run_1/layer_met1.png
Scale bar: 20 microns.
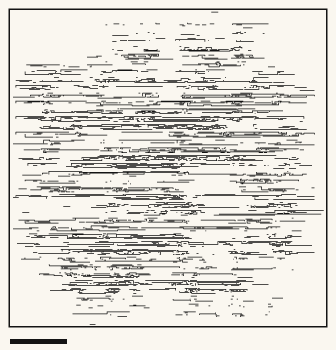
run_1/layer_met2.png
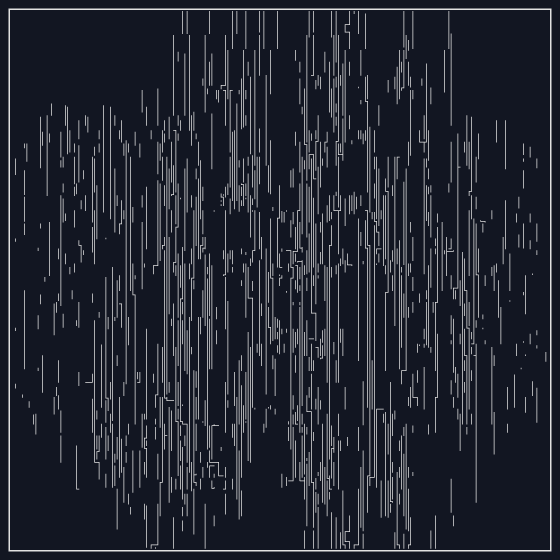
run_1/layer_met3.png
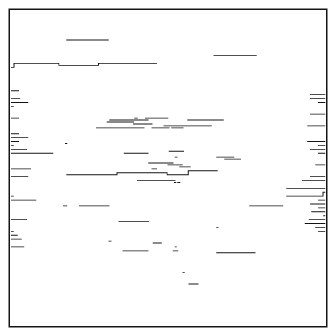
$ cat config.mk
export PLATFORM = sky130hd
export DESIGN_NAME = ascon_block_padder
export DESIGN_NICKNAME = d
export VERILOG_FILES = /design/src/rtl/ascon_pkg.sv /design/src/rtl/ascon_block_padder.sv
export SDC_FILE = /design/constraint.sdc
export NUM_CORES = 1
export LEC_CHECK = 0
export ABC_AREA = 1
export CAP_MARGIN = 20
export CORE_MARGIN = 1.5
export CORE_UTILIZATION = 35
export CTS_CLUSTER_DIAMETER = 120
export DETAILED_ROUTE_END_ITERATION = 8
export PLACE_DENSITY = 0.6
export REMOVE_ABC_BUFFERS = 1
export SLEW_MARGIN = 5
export SYNTH_ARGS = -nofsm -noshare
export SYNTH_HDL_FRONTEND = slang
export SYNTH_SLANG_ARGS = --single-unit
$ cat constraint.sdc
create_clock -name clock -period 2.8 [get_ports clock]
set_input_delay 0.42 -clock clock [delete_from_list [all_inputs] [get_ports clock]]
set_output_delay 0.42 -clock clock [all_outputs]
set_load 0.1 [all_outputs]
$ cat src/rtl/ascon_pkg.sv
// ============================================================================
// Module      : ascon_pkg
// Description : Shared state encoding and constants for the Ascon block padder.
// Revision    : 1.0 - initial release
// ============================================================================
`default_nettype none

package ascon_pkg;

    localparam int unsigned ASCON_BLOCK_BYTES = 8;
    localparam logic [7:0]  ASCON_PAD_BYTE    = 8'h80;

    typedef enum logic [1:0] {
        ST_FILL = 2'd0,
        ST_OUT  = 2'd1,
        ST_PAD  = 2'd2
    } t_padder_state;

endpackage : ascon_pkg

`default_nettype wire

$ cat src/rtl/ascon_block_padder.sv
// ============================================================================
// Module      : ascon_block_padder
// Description : Packs a byte stream big-endian into 64-bit blocks and applies
//               Ascon 10* padding. Optional macro ASCON_PADDER_COUNT_EN adds
//               the o_msg_bytes message byte counter.
// Revision    : 1.0 - initial release
// ============================================================================
`default_nettype none

import ascon_pkg::*;

module ascon_block_padder #(
    parameter logic [7:0] PAD_BYTE = ASCON_PAD_BYTE
) (
    input  logic        clock,
    input  logic        reset,
    input  logic        i_sys_enable,
    input  logic        i_byte_valid,
    input  logic [7:0]  i_byte_data,
    input  logic        i_byte_last,
    input  logic        i_msg_empty,
    output logic        o_byte_ready,
    output logic        o_block_valid,
    output logic [63:0] o_block_data,
    output logic        o_block_last,
    output logic        o_block_pad_only,
    input  logic        i_block_ready
`ifdef ASCON_PADDER_COUNT_EN
    ,
    output logic [15:0] o_msg_bytes
`endif
);

    localparam logic [63:0] c_PAD_BLOCK = {PAD_BYTE, 56'h0};

    t_padder_state r_state;
    logic [3:0]    r_count;
    logic [63:0]   r_data;
    logic          r_byte_ready;
    logic          r_block_valid;
    logic          r_block_last;
    logic          r_pad_only;
    logic          r_pend_pad;

    logic          w_byte_xfer;
    logic          w_block_xfer;
    logic          w_empty_beat;
    logic [5:0]    w_lane_lo;
    logic [5:0]    w_next_lo;
    logic [63:0]   w_fill_data;
    logic [63:0]   w_close_data;
    logic [63:0]   w_empty_data;

    assign w_byte_xfer  = i_byte_valid & r_byte_ready;
    assign w_block_xfer = r_block_valid & i_block_ready;
    assign w_empty_beat = i_byte_last & i_msg_empty;

    // Lane n sits at bits [63-8n -: 8]; only lanes 0..7 are addressed in ST_FILL.
    assign w_lane_lo = {3'd7 - r_count[2:0], 3'b000};
    assign w_next_lo = {3'd6 - r_count[2:0], 3'b000};

    always_comb begin
        w_fill_data                   = r_data;
        w_fill_data[w_lane_lo +: 8]   = i_byte_data;
        w_close_data                  = w_fill_data;
        if (r_count != 4'd7) begin
            w_close_data[w_next_lo +: 8] = PAD_BYTE;
        end
        w_empty_data                  = r_data;
        w_empty_data[w_lane_lo +: 8]  = PAD_BYTE;
    end

    always_ff @(posedge clock) begin
        if (reset || !i_sys_enable) begin
            r_state       <= ST_FILL;
            r_count       <= 4'd0;
            r_data        <= 64'h0;
            r_byte_ready  <= 1'b1;
            r_block_valid <= 1'b0;
            r_block_last  <= 1'b0;
            r_pad_only    <= 1'b0;
            r_pend_pad    <= 1'b0;
        end else begin
            case (r_state)
                ST_FILL: begin
                    if (w_byte_xfer) begin
                        if (w_empty_beat && r_count == 4'd0) begin
                            r_state       <= ST_PAD;
                            r_data        <= c_PAD_BLOCK;
                            r_byte_ready  <= 1'b0;
                            r_block_valid <= 1'b1;
                            r_block_last  <= 1'b1;
                            r_pad_only    <= 1'b1;
                        end else if (w_empty_beat) begin
                            r_state       <= ST_OUT;
                            r_data        <= w_empty_data;
                            r_byte_ready  <= 1'b0;
                            r_block_valid <= 1'b1;
                            r_block_last  <= 1'b1;
                        end else if (i_byte_last) begin
                            // A last byte in lane 7 leaves no room for padding,
                            // so a padding-only block follows.
                            r_state       <= ST_OUT;
                            r_count       <= r_count + 4'd1;
                            r_data        <= w_close_data;
                            r_byte_ready  <= 1'b0;
                            r_block_valid <= 1'b1;
                            r_block_last  <= (r_count != 4'd7);
                            r_pend_pad    <= (r_count == 4'd7);
                        end else if (r_count == 4'd7) begin
                            r_state       <= ST_OUT;
                            r_count       <= 4'd8;
                            r_data        <= w_fill_data;
                            r_byte_ready  <= 1'b0;
                            r_block_valid <= 1'b1;
                            r_block_last  <= 1'b0;
                        end else begin
                            r_count       <= r_count + 4'd1;
                            r_data        <= w_fill_data;
                        end
                    end
                end
                ST_OUT: begin
                    if (w_block_xfer) begin
                        if (r_pend_pad) begin
                            r_state      <= ST_PAD;
                            r_data       <= c_PAD_BLOCK;
                            r_block_last <= 1'b1;
                            r_pad_only   <= 1'b1;
                            r_pend_pad   <= 1'b0;
                        end else begin
                            r_state       <= ST_FILL;
                            r_count       <= 4'd0;
                            r_data        <= 64'h0;
                            r_byte_ready  <= 1'b1;
                            r_block_valid <= 1'b0;
                            r_block_last  <= 1'b0;
                            r_pad_only    <= 1'b0;
                        end
                    end
                end
                ST_PAD: begin
                    if (w_block_xfer) begin
                        r_state       <= ST_FILL;
                        r_count       <= 4'd0;
                        r_data        <= 64'h0;
                        r_byte_ready  <= 1'b1;
                        r_block_valid <= 1'b0;
                        r_block_last  <= 1'b0;
                        r_pad_only    <= 1'b0;
                    end
                end
                default: begin
                    r_state       <= ST_FILL;
                    r_count       <= 4'd0;
                    r_data        <= 64'h0;
                    r_byte_ready  <= 1'b1;
                    r_block_valid <= 1'b0;
                    r_block_last  <= 1'b0;
                    r_pad_only    <= 1'b0;
                    r_pend_pad    <= 1'b0;
                end
            endcase
        end
    end

    assign o_byte_ready     = r_byte_ready;
    assign o_block_valid    = r_block_valid;
    assign o_block_data     = r_data;
    assign o_block_last     = r_block_last;
    assign o_block_pad_only = r_pad_only;

`ifdef ASCON_PADDER_COUNT_EN
    logic [15:0] r_msg_bytes;
    logic        r_msg_start;
    logic [15:0] w_msg_base;

    // The first beat of each message restarts the count from zero.
    assign w_msg_base = r_msg_start ? 16'h0 : r_msg_bytes;

    always_ff @(posedge clock) begin
        if (reset || !i_sys_enable) begin
            r_msg_bytes <= 16'h0;
            r_msg_start <= 1'b1;
        end else if (w_byte_xfer) begin
            r_msg_start <= i_byte_last;
            if (w_empty_beat || w_msg_base == 16'hFFFF) begin
                r_msg_bytes <= w_msg_base;
            end else begin
                r_msg_bytes <= w_msg_base + 16'd1;
            end
        end
    end

    assign o_msg_bytes = r_msg_bytes;
`endif

endmodule : ascon_block_padder

`default_nettype wire

==> impl_metrics.json, run 1 <==
{
  "clockNetworkAreaShare_pct": 5.784,
  "setup_viol": 0,
  "outcome": "finished clean",
  "yosysMostFrequentCell": "nand2_1",
  "final_hold_viol_count": 0,
  "fill_cells": 1156,
  "nonClkBufAreaFrac_pct": 14.51,
  "hold_depth": 2,
  "yosys_warnings": 0,
  "hold_buffers": 0,
  "whs_endpoint": "o_block_data[31]$_SDFFE_PP0P_",
  "grt_overflow": 0,
  "grt_pass1_vias": 3854,
  "synthFlopType": "dfxtp_1",
  "leakage_nw": 2.315,
  "crit_end": "o_block_data[1]$_SDFFE_PP0P_",
  "cts_tree": "done",
  "io_buffers": 82,
  "rsz0062_at_grt": "no",
  "warnings": 31,
  "hold_class": "reg2reg",
  "top_usage_layer": "met2",
  "yosys_cells": 611,
  "wl_met1_microns": 5569,
  "net-switching-power_mw": 0.8860,
  "area_growth_pct": 27.22,
  "crit_start": "r_count[0]$_SDFFE_PP0P_",
  "regToRegSetupSlack_ns": 0.35,
  "clock_power_mw": 1.15,
  "wl_met3_microns": 552,
  "synthAoiAreaFrac_pct": 10.85,
  "clockBufferCount": 11,
  "powerComb_mw": 0.576,
  "mux_share_pct": 0,
  "path_delay_family": "simple AND/OR/NAND/NOR gates",
  "worstReg2RegEnd": "o_block_data[1]$_SDFFE_PP0P_",
  "comb_share_pct": 41.05
}
Notes on layer_met1.png above:
wire length on this layer: 5570 microns
main direction: horizontal
nets with wire on the layer: 640
share of all routed wire: 46%

Notes on layer_met2.png above:
main direction: vertical
longest straight run: 51.3 microns
share of all routed wire: 47%
wire length on this layer: 5600 microns
nets with wire on the layer: 571
drt total wl: 12010 microns
via count: 4057
met2 Use GR: 35.45%

Notes on layer_met3.png above:
main direction: horizontal
longest straight run: 20.2 microns
nets with wire on the layer: 68
share of all routed wire: 4.6%
GR Util met3: 4.703%

## Run 2: what changed since run 1
--- a/config.mk
+++ b/config.mk
@@ -5,15 +5,13 @@
 export SDC_FILE = /design/constraint.sdc
 export NUM_CORES = 1
 export LEC_CHECK = 0
-export ABC_AREA = 1
 export CAP_MARGIN = 20
 export CORE_MARGIN = 1.5
 export CORE_UTILIZATION = 35
-export CTS_CLUSTER_DIAMETER = 120
 export DETAILED_ROUTE_END_ITERATION = 8
-export PLACE_DENSITY = 0.6
+export PLACE_DENSITY = 0.61
 export REMOVE_ABC_BUFFERS = 1
-export SLEW_MARGIN = 5
+export SLEW_MARGIN = 20
 export SYNTH_ARGS = -nofsm -noshare
 export SYNTH_HDL_FRONTEND = slang
 export SYNTH_SLANG_ARGS = --single-unit
==> run 2 against run 1 <==
- maximum frequency is 2.5% lower
- clock power is 29% lower
- via count shrank 21%
- worst hold slack got worse by 0.021 ns
- critical path depth decreased by 1
- register-to-register slack got worse by 0.06 ns
- total power down 21%
- critical path type unchanged
- critical endpoint is now o_block_data[15]$_SDFFE_PP0P_
- highest routed layer unchanged
==> impl_metrics.json, run 2 <==
{
  "hold_buffers": 0,
  "hold_class": "reg2reg",
  "clockBufferCount": 9,
  "comb_power_share_pct": 15.0,
  "synth-edff-count": 0,
  "dominant_cells": "combinational gates",
  "cap_violations": 0,
  "setup_viol": 0,
  "fill_cells": 970,
  "crit_start": "r_count[1]$_SDFFE_PP0P_",
  "comb_share_pct": 42.41,
  "seq_cell_count": 75,
  "area_growth_pct": 30.57,
  "outcome": "finished clean",
  "io_buffers": 82,
  "leakage_nw": 1.919,
  "cts_tree": "done",
  "net-switching-power_mw": 0.6307,
  "worstReg2RegEnd": "o_block_data[15]$_SDFFE_PP0P_",
  "cp-start-kind": "flip-flop",
  "inv_count": 6,
  "rsz0062_at_grt": "no",
  "yosys_warnings": 0,
  "max-slew-margin-rel_pct": 61.92,
  "final_hold_viol_count": 0,
  "hold_depth": 2,
  "wl_met1_microns": 4672,
  "ys_seq_share_pct": 41.64,
  "nonClkBufAreaFrac_pct": 17.65,
  "whs_endpoint": "o_block_data[2]$_SDFFE_PP0P_",
  "regToRegSetupSlack_ns": 0.28,
  "num-multi-input-gates": 303,
  "yosys_cells": 400,
  "warnings": 31,
  "dieWidth_microns": 104.5,
  "grt_overflow": 0,
  "path_delay_family": "AND-OR/OR-AND gates",
  "cp_slowest_stage_delay_ns": 0.51,
  "layoutNonFillerInstCount": 633,
  "wl_met2_microns": 4339,
  "grt_pass1_vias": 3198,
  "tap-cell-count": 133,
  "clock_power_mw": 0.815,
  "cts_setup_buffers": 0,
  "clockNetworkAreaShare_pct": 4.039,
  "crit_end": "o_block_data[15]$_SDFFE_PP0P_",
  "htreeDepth": 3,
  "slew_viol_final": 0,
  "clock_latency_ns": 0.34,
  "synthAoiAreaFrac_pct": 14.43,
  "mux_share_pct": 13.88,
  "total_power_mw": 2.236,
  "synthFlopType": "dfxtp_1",
  "seq_power_mw": 1.09,
  "wl_met3_microns": 502,
  "power_density_nw_per_um2": 474.9,
  "topRoutingLayerUsed": "met4",
  "drtPass1Iterations": 4,
  "powerComb_mw": 0.336,
  "max_freq_mhz": 397.6
}
run_2/congestion.png
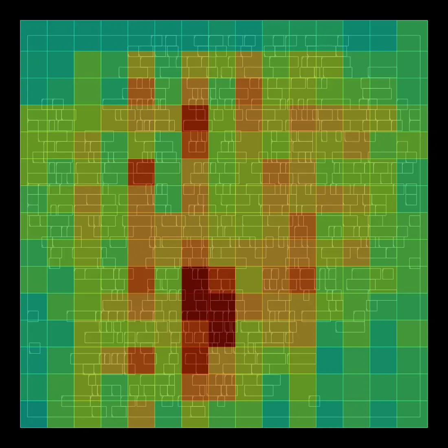
GR Util met3: 3.195%
met2 Use GR: 28.57%
GR peak layer: met2
DR WL/cell: 15.38 microns

run_2/layer_met3.png
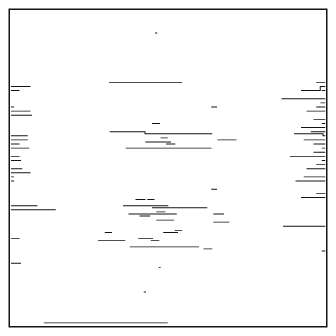
wire length on this layer: 502 microns
longest straight run: 40.7 microns
share of all routed wire: 5.2%
main direction: horizontal
nets with wire on the layer: 66
drt total wl: 9737 microns
via count: 3194

run_2/layer_met1.png
Scale bar: 20 microns.
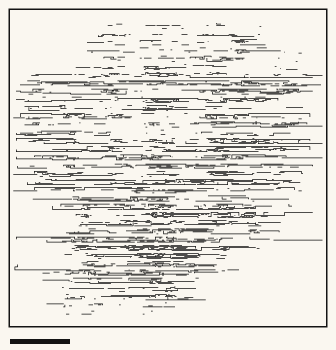
wire length on this layer: 4670 microns
main direction: horizontal
longest straight run: 44.2 microns
met1 Usage GRT: 24.95%

## Run 3: what changed since run 2
--- a/config.mk
+++ b/config.mk
@@ -9,7 +9,8 @@
 export CORE_MARGIN = 1.5
 export CORE_UTILIZATION = 35
 export DETAILED_ROUTE_END_ITERATION = 8
-export PLACE_DENSITY = 0.61
+export DONT_BUFFER_PORTS = 1
+export PLACE_DENSITY = 0.51
 export REMOVE_ABC_BUFFERS = 1
 export SLEW_MARGIN = 20
 export SYNTH_ARGS = -nofsm -noshare
run_3/layer_met1.png
Scale bar: 20 microns.
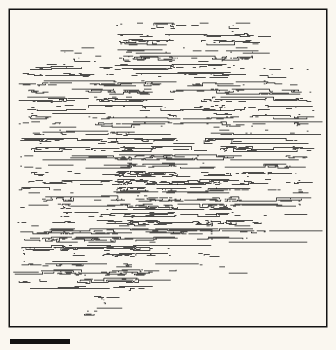
longest straight run: 29.4 microns
main direction: horizontal
wire length on this layer: 4480 microns
via count: 2936
drt total wl: 9938 microns
met1 Usage GRT: 23.93%

run_3/layer_met2.png
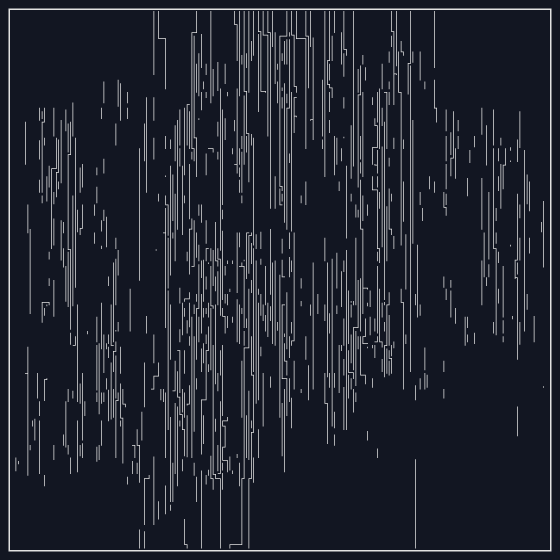
nets with wire on the layer: 366
wire length on this layer: 4450 microns
longest straight run: 59.2 microns
main direction: vertical
met2 Use GR: 27.96%

==> run 3 against run 2 <==
- final cell count is 13% lower
- clock power decreased by 0.7%
- global-route usage barely moved
- non-clock buffer count decreased by 81
- maximum frequency rose by 1.9%
- routed wire length up 2.1%
- sequential cell count unchanged
- clock-buffer cell count is the same
- combinational power decreased by 23%
==> impl_metrics.json, run 3 <==
{
  "hold_buffers": 0,
  "drtPass1Iterations": 4,
  "mux_share_pct": 13.88,
  "leakage_nw": 1.491,
  "cts_setup_buffers": 0,
  "net-switching-power_mw": 0.6924,
  "fill_cells": 1006,
  "crit_start": "r_count[1]$_SDFFE_PP0P_",
  "tap-cell-count": 133,
  "clockBufferCount": 9,
  "crit_end": "o_block_data[23]$_SDFFE_PP0P_",
  "grt_overflow": 0,
  "final_hold_viol_count": 0,
  "max-slew-margin-rel_pct": 29.94,
  "synth-edff-count": 0,
  "slew_viol_final": 0,
  "area_growth_pct": 12.53,
  "power_density_nw_per_um2": 539.6,
  "wire_per_inst_microns": 17.97,
  "whs_endpoint": "o_block_data[3]$_SDFFE_PP0P_",
  "wl_met1_microns": 4479,
  "io_buffers": 0,
  "topRoutingLayerUsed": "met4",
  "inv_count": 6,
  "cap_violations": 0,
  "max_freq_mhz": 405.2,
  "nonClkBufAreaFrac_pct": 4.625,
  "ys_seq_share_pct": 41.64,
  "clock_power_mw": 0.809,
  "outcome": "finished clean",
  "clockNetworkAreaShare_pct": 4.471,
  "grt_use_met3_pct": 7.206,
  "hold_class": "in2reg",
  "seq_cell_count": 75,
  "yosys_cells": 400,
  "dieWidth_microns": 104.5,
  "rsz0062_at_grt": "no",
  "layoutNonFillerInstCount": 553
}
run_3/layer_met3.png
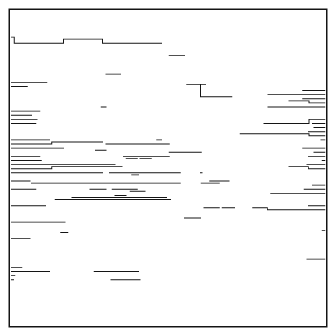
share of all routed wire: 9.0%
main direction: horizontal
wire length on this layer: 895 microns
nets with wire on the layer: 65
longest straight run: 49.2 microns

Power and IR drop assume default switching activity.
